### src/rtl/mem_port_arbiter.sv
// mem_port_arbiter: shares one memory port between fetch and data requesters, data first with bounded fetch starvation.
// Optional timeout: define MEM_ARB_TIMEOUT_EN.
module mem_port_arbiter #(
  parameter int AW = 32,
  parameter int DW = 32,
  parameter int MAX_DM_STREAK = 4,
  parameter int TIMEOUT = 255
) (
  input  logic          clk,
  input  logic          rst_n,
  input  logic          if_req,
  input  logic [AW-1:0] if_addr,
  output logic          if_gnt,
  output logic          if_valid,
  output logic [DW-1:0] if_rdata,
  input  logic          dm_req,
  input  logic          dm_we,
  input  logic [AW-1:0] dm_addr,
  input  logic [DW-1:0] dm_wdata,
  output logic          dm_gnt,
  output logic          dm_valid,
  output logic [DW-1:0] dm_rdata,
  output logic          mem_cs,
  output logic          mem_we,
  output logic [AW-1:0] mem_addr,
  output logic [DW-1:0] mem_wdata,
  input  logic [DW-1:0] mem_rdata,
  input  logic          mem_ready,
  output logic          busy,
  output logic          err
);
  typedef enum logic [1:0] {IDLE, IF_ACC, DM_ACC} state_t;
  localparam int SW = MAX_DM_STREAK > 0 ? $clog2(MAX_DM_STREAK + 1) : 1;
  localparam logic [SW-1:0] SMAX = SW'(MAX_DM_STREAK);
  localparam bit FAIR = MAX_DM_STREAK > 0;
  state_t state_q;
  logic [SW-1:0] streak_q;
  logic if_gnt_q, dm_gnt_q, if_valid_q, dm_valid_q, mem_cs_q, mem_we_q;
  logic [AW-1:0] mem_addr_q;
  logic [DW-1:0] mem_wdata_q, if_rdata_q, dm_rdata_q;
  logic idle, if_win, dm_win, tmo, done;
  always_comb begin
    idle   = state_q == IDLE;
    if_win = idle & if_req & (~dm_req | (FAIR & (streak_q == SMAX)));
    dm_win = idle & dm_req & ~if_win;
    done   = ~idle & (mem_ready | tmo);
  end
  always_ff @(posedge clk or negedge rst_n) begin
    if (!rst_n) begin
      state_q     <= IDLE;
      streak_q    <= '0;
      if_gnt_q    <= 1'b0;
      dm_gnt_q    <= 1'b0;
      if_valid_q  <= 1'b0;
      dm_valid_q  <= 1'b0;
      mem_cs_q    <= 1'b0;
      mem_we_q    <= 1'b0;
      mem_addr_q  <= '0;
      mem_wdata_q <= '0;
      if_rdata_q  <= '0;
      dm_rdata_q  <= '0;
    end else begin
      if_gnt_q   <= if_win;
      dm_gnt_q   <= dm_win;
      if_valid_q <= done & (state_q == IF_ACC);
      dm_valid_q <= done & (state_q == DM_ACC);
      if (if_win | dm_win) begin
        state_q    <= dm_win ? DM_ACC : IF_ACC;
        mem_cs_q   <= 1'b1;
        mem_we_q   <= dm_win & dm_we;
        mem_addr_q <= dm_win ? dm_addr : if_addr;
        if (dm_win) mem_wdata_q <= dm_wdata;
      end else if (done) begin
        state_q  <= IDLE;
        mem_cs_q <= 1'b0;
        mem_we_q <= 1'b0;
      end
      if (done & (state_q == IF_ACC)) if_rdata_q <= tmo ? '0 : mem_rdata;
      if (done & (state_q == DM_ACC) & (tmo | ~mem_we_q)) dm_rdata_q <= tmo ? '0 : mem_rdata;
      // streak only counts DM wins that actually bypassed a waiting fetch
      if (if_win | (idle & ~if_req)) streak_q <= '0;
      else if (dm_win & (streak_q != SMAX)) streak_q <= streak_q + 1'b1;
    end
  end
`ifdef MEM_ARB_TIMEOUT_EN
  localparam int TW = $clog2(TIMEOUT + 1);
  localparam logic [TW-1:0] TLAST = TW'(TIMEOUT - 1);
  logic [TW-1:0] tcnt_q;
  logic err_q;
  assign tmo = ~idle & ~mem_ready & (tcnt_q == TLAST);
  always_ff @(posedge clk or negedge rst_n) begin
    if (!rst_n) begin
      tcnt_q <= '0;
      err_q  <= 1'b0;
    end else begin
      tcnt_q <= (idle | done) ? '0 : tcnt_q + 1'b1;
      err_q  <= err_q | tmo;
    end
  end
  assign err = err_q;
`else
  assign tmo = 1'b0;
  assign err = 1'b0;
`endif
  assign busy      = ~idle;
  assign if_gnt    = if_gnt_q;
  assign dm_gnt    = dm_gnt_q;
  assign if_valid  = if_valid_q;
  assign dm_valid  = dm_valid_q;
  assign if_rdata  = if_rdata_q;
  assign dm_rdata  = dm_rdata_q;
  assign mem_cs    = mem_cs_q;
  assign mem_we    = mem_we_q;
  assign mem_addr  = mem_addr_q;
  assign mem_wdata = mem_wdata_q;
endmodule

### config.mk
export PLATFORM = sky130hd
export DESIGN_NAME = mem_port_arbiter
export DESIGN_NICKNAME = d
export VERILOG_FILES = /design/src/rtl/mem_port_arbiter.sv
export SDC_FILE = /design/constraint.sdc
export NUM_CORES = 1
export LEC_CHECK = 0
export ABC_AREA = 1
export CORE_MARGIN = 4
export CORE_UTILIZATION = 37
export CTS_BUF_LIST = sky130_fd_sc_hd__clkbuf_4 sky130_fd_sc_hd__clkbuf_8 sky130_fd_sc_hd__clkbuf_16
export DETAILED_ROUTE_END_ITERATION = 12
export PLACE_DENSITY = 0.73
export RECOVER_POWER = 50
export SYNTH_ARGS = -nofsm -noshare
export SYNTH_HDL_FRONTEND = slang
export SYNTH_SLANG_ARGS = --single-unit
### constraint.sdc
create_clock -name clk -period 1.5 [get_ports clk]
set_clock_uncertainty 0.15 [all_clocks]
set_input_delay 0.3 -clock clk [delete_from_list [all_inputs] [get_ports clk]]
set_output_delay 0.3 -clock clk [all_outputs]
set_load 0.005 [all_outputs]
drive_strength.png
Scale: 2 px per um.
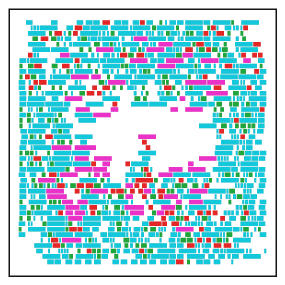
cyan -> drive 1 or less  # cells 659, most used dfrtp_1
red -> drive 3 to 4  # cells 96, most used buf_4
green -> drive 2  # cells 197, most used clkbuf_2
magenta -> drive 6 and up  # cells 63, most used clkbuf_16

wire_density.png
Scale: 3 px per um. 27 x 27 tiles, from dark purple (low) to yellow (high), scaled to the fullest tile. Values are wire area over tile area, all layers added.
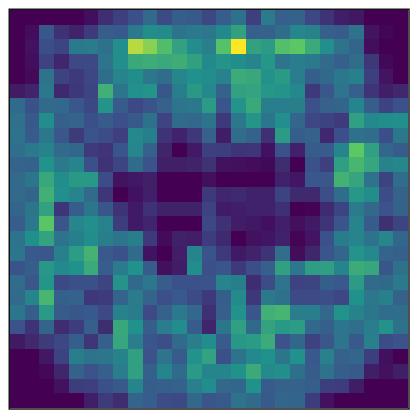
emptiest ninth of the die = middle
mean over tiles = 0.18
tiles over half the peak = 13%
nearly empty tiles = 8.2%

final_clocks.png
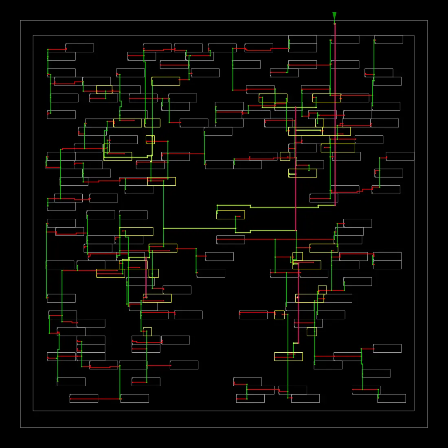
clk_lat worst skew: 0.41 ns
sequential cell count: 139
clock buffer instance count of the final layout: 20
clock network power: 4410 uW

met3.png
Scale: 3 px per um. Cells faint in the background.
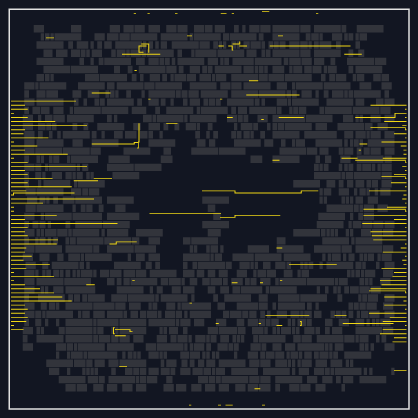
longest straight run = 35.2 um
share of all routed wire = 6.2%
wire length on this layer = 1210 um
main direction = horizontal
nets with wire on the layer = 153

## layer usage
layer | vias to the layer above | wire [um]
met4 | 0 | 553
met5 | - | 0
met2 | 214 | 9912
li1 | 2694 | -
met3 | 37 | 1206
met1 | 2689 | 7847
## worst reg2reg max path, stage by stage, from the launching register on
cell and delay, ns:
dfrtp_1 0.39, inv_2 0.08, ha_4 0.13, nand2_2 0.06, nand2_2 0.08, nand3_4 0.12, nand2_8 0.17, clkinv_8 0.12
buf_16 0.16, nand2_2 0.05, nand2_1 0.05
## power groups by stage
stage,Combinational [uW],Sequential [uW],Clock [uW]
5_1_grt,10500,6700,4650
6_report,9630,6490,4410
3_5_place_dp,8070,6380,0
4_1_cts,8450,6370,4490
2_1_floorplan,2900,6500,0
3_3_place_gp,7930,6360,0
==> summary.txt <==
impl run done, here's what came out: I/O pin cnt=270, chip area line of the yosys report=about 5800 um^2, most common cell after layout, fill and taps aside=dfrtp_1, floorplan die height=about 130 um, smallest hold slack=0.2808 ns, routability-driven placement congestion ratio=approximately 0.8, final cell area excluding filler cells=approximately 10000 um^2, violations in the final reports=negative setup slack, Max Clk Rate=between 0.5 and 0.6 GHz, hold buffers post-CTS=1, sequential cell area share=0.3344, result of the run=finished with violations, Sequential Power Share=0.316, Setup Fix Bufs, Post-CTS=26, portion of the post-synthesis area used by sequential elements=0.6043, placed wire-length estimate=~12000 um, kind of start point of the critical path=flip-flop, slack of the critical path=-0.1813 ns, Clock-cell share=0.05978, total of endpoints with negative setup slack in the final report=approximately 99
Power figures rest on the tool's default switching activity, not on a simulated workload.
